File: config.mk
export PLATFORM = sky130hd
export DESIGN_NAME = stack_access_sequencer
export DESIGN_NICKNAME = d
export VERILOG_FILES = /design/src/rtl/stack_access_sequencer.sv
export SDC_FILE = /design/constraint.sdc
export NUM_CORES = 1
export LEC_CHECK = 0
export CAP_MARGIN = 15
export CORE_ASPECT_RATIO = 1.25
export CORE_MARGIN = 2
export CORE_UTILIZATION = 44
export CTS_BUF_LIST = sky130_fd_sc_hd__clkbuf_16
export DETAILED_ROUTE_END_ITERATION = 6
export HOLD_SLACK_MARGIN = 0.05
export PLACE_DENSITY = 0.86
export SLEW_MARGIN = 20
export SYNTH_ARGS = -nofsm -noshare
export SYNTH_HDL_FRONTEND = slang
export SYNTH_SLANG_ARGS = --single-unit
File: constraint.sdc
create_clock -name fclk -period 2.7 [get_ports fclk]
set_clock_uncertainty 0.1 [all_clocks]
set_input_delay 0.27 -clock fclk [delete_from_list [all_inputs] [get_ports fclk]]
set_output_delay 0.27 -clock fclk [all_outputs]
set_load 0.05 [all_outputs]
File: src/rtl/stack_access_sequencer.sv
// Stack push/pull sequencer: 1 access per byte (+1 pre-read cycle on pulls) then a DONE pulse; req_ready only in IDLE.
// Define STACK_SEQ_DUMMY_READ_EN to issue a real bus read during the pull pre-cycle.
module stack_access_sequencer #(
  parameter logic [7:0] STACK_PAGE = 8'h01
) (
  input  logic        fclk,
  input  logic        reset,
  input  logic        req_valid,
  output logic        req_ready,
  input  logic        req_pull,
  input  logic [1:0]  req_count,
  input  logic [23:0] push_data,
  input  logic [7:0]  sp_in,
  output logic        sp_increment,
  output logic        sp_decrement,
  output logic [15:0] addr_out,
  output logic        mem_we,
  output logic        mem_re,
  output logic [7:0]  data_out,
  input  logic [7:0]  mem_rdata,
  output logic [23:0] pull_data,
  output logic        done
);

  typedef enum logic [2:0] {IDLE, PUSH, PULL_PRE, PULL, DONE} state_t;

  state_t      state_q, state_d;
  logic [1:0]  count_q;
  logic [1:0]  index_q;
  logic [23:0] push_q;
  logic [23:0] pull_q;
  logic        last_byte;
  logic [15:0] stack_addr;

  assign last_byte  = (index_q == count_q - 2'd1);
  assign stack_addr = {STACK_PAGE, sp_in};
  assign pull_data  = reset ? 24'h0 : pull_q;

  always_comb begin
    state_d      = state_q;
    req_ready    = 1'b0;
    sp_increment = 1'b0;
    sp_decrement = 1'b0;
    addr_out     = 16'h0000;
    mem_we       = 1'b0;
    mem_re       = 1'b0;
    data_out     = 8'h00;
    done         = 1'b0;
    case (state_q)
      IDLE: begin
        req_ready = 1'b1;
        if (req_valid) begin
          if (req_count == 2'd0) state_d = DONE;
          else if (req_pull)     state_d = PULL_PRE;
          else                   state_d = PUSH;
        end
      end
      PUSH: begin
        mem_we       = 1'b1;
        addr_out     = stack_addr;
        data_out     = push_q[{index_q, 3'b000} +: 8];
        sp_decrement = 1'b1;
        if (last_byte) state_d = DONE;
      end
      PULL_PRE: begin
        // SP points at the last pushed slot's neighbour; step it before the first real read.
        sp_increment = 1'b1;
`ifdef STACK_SEQ_DUMMY_READ_EN
        mem_re       = 1'b1;
        addr_out     = stack_addr;
`endif
        state_d      = PULL;
      end
      PULL: begin
        mem_re       = 1'b1;
        addr_out     = stack_addr;
        sp_increment = !last_byte;
        if (last_byte) state_d = DONE;
      end
      DONE: begin
        done    = 1'b1;
        state_d = IDLE;
      end
      default: state_d = IDLE;
    endcase
    // Synchronous reset must already silence the bus in the cycle it is asserted.
    if (reset) begin
      req_ready    = 1'b1;
      sp_increment = 1'b0;
      sp_decrement = 1'b0;
      addr_out     = 16'h0000;
      mem_we       = 1'b0;
      mem_re       = 1'b0;
      data_out     = 8'h00;
      done         = 1'b0;
    end
  end

  always_ff @(posedge fclk) begin
    if (reset) begin
      state_q <= IDLE;
      count_q <= 2'd0;
      index_q <= 2'd0;
      push_q  <= 24'h0;
      pull_q  <= 24'h0;
    end else begin
      state_q <= state_d;
      case (state_q)
        IDLE: begin
          if (req_valid) begin
            count_q <= req_count;
            push_q  <= push_data;
            index_q <= 2'd0;
            if (req_pull) pull_q <= 24'h0;
          end
        end
        PUSH: index_q <= index_q + 2'd1;
        PULL: begin
          pull_q[{index_q, 3'b000} +: 8] <= mem_rdata;
          index_q <= index_q + 2'd1;
        end
        default: ;
      endcase
    end
  end

endmodule

==> summary.txt <==
fresh numbers from the pnr run: status=finished clean, Clock Pin Slew Worst Setup and Hold Paths=0.06 ns, bufs w/o clock=~96, Critical path buffers and inverters=1, main flop type=dfxtp_1, post-layout util=0.634, Fill cells=507, hpwl dp=4.78 mm, crit path DAT=2.11 ns, YS chip area=0.00271 mm^2, antenna violations before repair=0, vias in the first global route=2312, number of gates resized after CTS=0, # IOs=about 100, switch share=0.328, Ys Warns=0, DRC=0, wire per inst=13.0 um, Vias/cell=roughly 5.0, # clk buffers=5, Avg Inst Size Synth=7.95 um^2, maxcap violations=0, Tcrit/Tclk final=0.918, Worst EP required=2.33 ns, Syn-to-layout area delta=37.0%, CTS Buf Count=5, crit path max fanout=18, slew margin rel.=0.499, CP max-delay cell=dfxtp_1, Post-synth EDFFs=0, routability cong.=a little over 0.8, Post-Layout Inst Area=0.00371 mm^2, hold crit path type=flip-flop to flip-flop, ant diodes=0, Clock Path Buffers=2, Layout non-clock buf frac=0.251, Final Hold Vio Count=0, Fmax achieved=403 MHz, Worst Reg-to-Reg Cells=5, switching pwr=0.709 mW, power share of the clock group=0.269, critical path type=flip-flop to primary output, critical path launch point=state_q[0], # port buffers=92, DIE AREA=0.00681 mm^2, OpenROAD warning count=29, hold path start=push_q[3], Hold Path Depth=2, layout cells sized above 1=0.108, CTS root buffer=clkbuf_16, Largest Pwr Group=registers, clock network contribution to total cell area=0.0347, sequential cell power=0.962 mW, CTS tree=done, RSZ-0062 raised after global routing=false, Hold EP=push_q[3], Non-clk invs=28, Post-Syn Area=0.00271 mm^2, Synth cell types=37, Critical Path, Cell by Cell=nor3_1 -> or2_2 -> clkdlybuf4s50_1, Comb area=around 0.0013 mm^2, P_int=approximately 1.5 mW, leakage=between 1 and 1.5 nW, setup TNS=0 ns, final setup fails=0, DRT Pass-1 Iters=4, GRT Residual Overflow=0, Sink Count=~55, yosys cell count=341, flop share of the area=0.297, part of the power in registers=0.444, r2r setup slk=0.45 ns, Seq share, synth=0.406, H-Tree Level Count=2, fin nets=~470, sequential standard cell area=about 0.0011 mm^2, Logic pwr share=0.287, Setup crit end=req_ready, DRT iter0 DRCs=132, tap cells=between 80 and 90, dpl cell area=around 0.0036 mm^2, Top class by area=logic gates, Post-Syn Instances=~340, most numerous logic cell after layout=clkdlybuf4s50_1, capturing point of the worst reg2reg path=pull_q[10], Crit path depth=3, reg-to-reg startpoint=index_q[1], Slew Limit Fails=0, Worst setup SP type=flip-flop, Clock net power=~0.58 mW, Hold WS=about 0.35 ns, CP delay by family, top=flip-flops, Late-Pin Clk Latency=around 0.28 ns, FFs w/ async S/R, synth=0, Worst-Margin Slew=0.751 ns, postcts setup bufs=0, mi-comb count=232, hold_buf cts=0, Rows=31, Routed Antenna Nets=0, Top cells excl fill/tap=clkdlybuf4s50_1, nand2_1, dfxtp_1, largest net degree at the start of global routing=41, CP peak stage delay=slightly above 0.7 ns, Init Core Util=0.463, CP endpoint kind=primary output, shortest period the worst path allows=2.48 ns, pwr/cell area=583 mW/mm^2, Post-synth regs=55, Comb group=slightly above 0.6 mW, Seq cells=55, Comb area share=0.362, first-pass GRT wire length=10.3 mm
## sequential cells by signal, indices dropped and copies added, names as in the netlist
name,flops
count_q,2
index_q,2
pull_q,24
push_q,24
state_q,3
## cell families (layout without fill, tap and decap cells)
family | after synthesis | in the layout | share of synthesized area
xor gates and xnor gates | 3 | 3 | 0.00970
buffers and inverters | 60 | 130 | 0.108
and+or+nand+nor | 139 | 139 | 0.247
muxes | 10 | 10 | 0.0406
other | 1 | 7 | 0.00138
DFF | 55 | 55 | 0.406
AOI/OAI and AO/OA | 69 | 69 | 0.168
adders and majority gates | 4 | 4 | 0.0185
## metrics by stage
| step | instances | power [mW] | setup WS [ns] |
|---|---|---|---|
| final | 499 | 2.16 | 0.221 |
| after CTS | 499 | 2.18 | 0.215 |
| after global routing | 499 | 2.27 | 0.102 |
| after floorplan | 347 | 1.44 | 0.430 |
| after detailed placement | 493 | 1.60 | 0.456 |
| after global placement | 493 | 1.58 | 0.570 |
## Yosys cell counts, types with 2 or more instances
cell type	number	area share
o32ai_1	24	0.078
inv_1	28	0.039
mux2_2	8	0.033
and2_1	9	0.021
xnor2_1	2	0.0065
ha_1	4	0.018
mux2i_1	2	0.0074
clkbuf_1	11	0.015
a21oi_1	40	0.074
nand2b_1	13	0.030
dfxtp_1	55	0.41
buf_6	4	0.017
or2_2	2	0.0046
buf_4	8	0.022
nand3_1	5	0.0092
nor4b_1	2	0.0065
buf_2	7	0.013
nand2_1	69	0.096
nor2_1	26	0.036
or3_1	2	0.0046
nand3b_1	3	0.0083
buf_1	2	0.0028
## routing by layer
metal	up-vias	GRT usage	share of wire
met5	-	0	0
met4	0	0.0545	0.012
met3	10	0.0418	0.057
met2	80	0.319	0.50
met1	1133	0.235	0.43
li1	1282	-	-
Figure 1. Supply network.
Bar = 20 um. Pins as bars on the die edge.
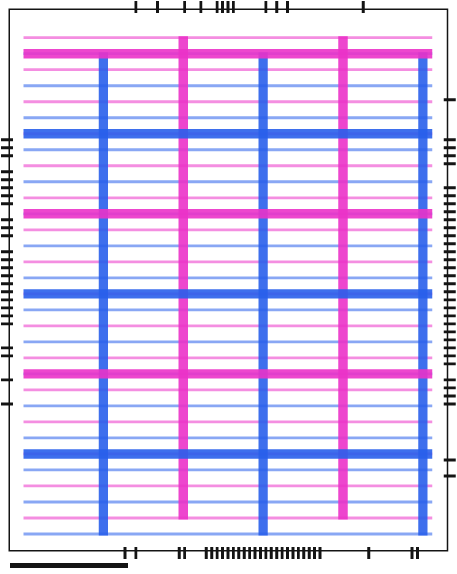
[blue] VSS
[magenta] VDD
signal pins: 100
met1 rails: 32
met5 straps: 6
met4 straps: 5
DIE WIDTH: 74.2 um
Die Y: 91.7 um
core area: 0.00586 mm^2
VDD IR max: 0.000365 V

Figure 2. Placed cells, one color a class.
Bar = 20 um.
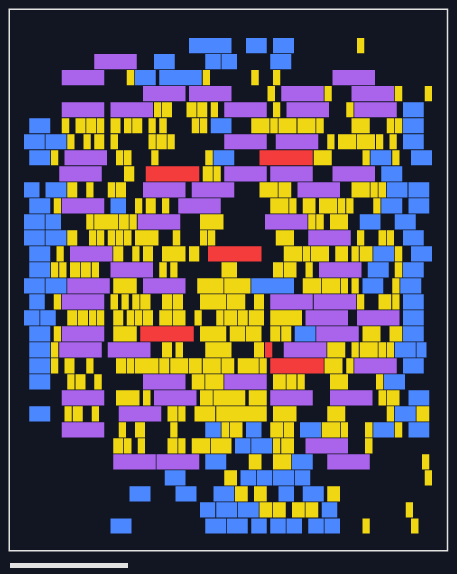
[red] clock drivers and dummy loads | cells: 6 | share of their area: 3.6%
[purple] registers | cells: 55 | share of their area: 31%
[blue] remaining buffers and delay cells | cells: 96 | share of their area: 26%
[yellow] remaining logic cells | cells: 260 | share of their area: 40%

Figure 3. Clock wires, drivers and flops.
Bar = 20 um.
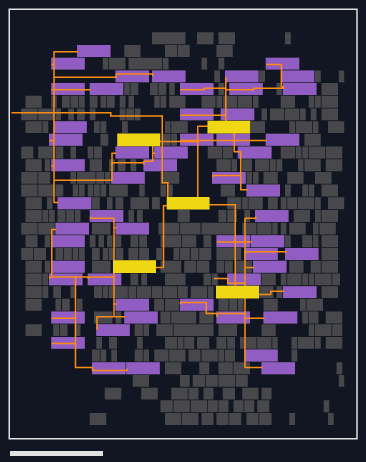
[yellow] clock-net drivers | count: 5
[orange] clock wires | length: 550 um
[purple] flip-flops | count: 55
routed clock nets: 6

Figure 4. Signal wires by layer.
Two of the layers only.
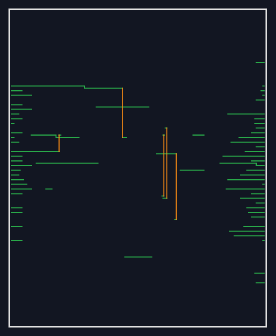
[orange] M4 | wire length: 76.2 um
[green] M3 | wire length: 369 um
final WL: 6.51 mm
GRT Resource Usage Total: 0.189
Via Count: 2505

Power is estimated from default activity; no workload was simulated.
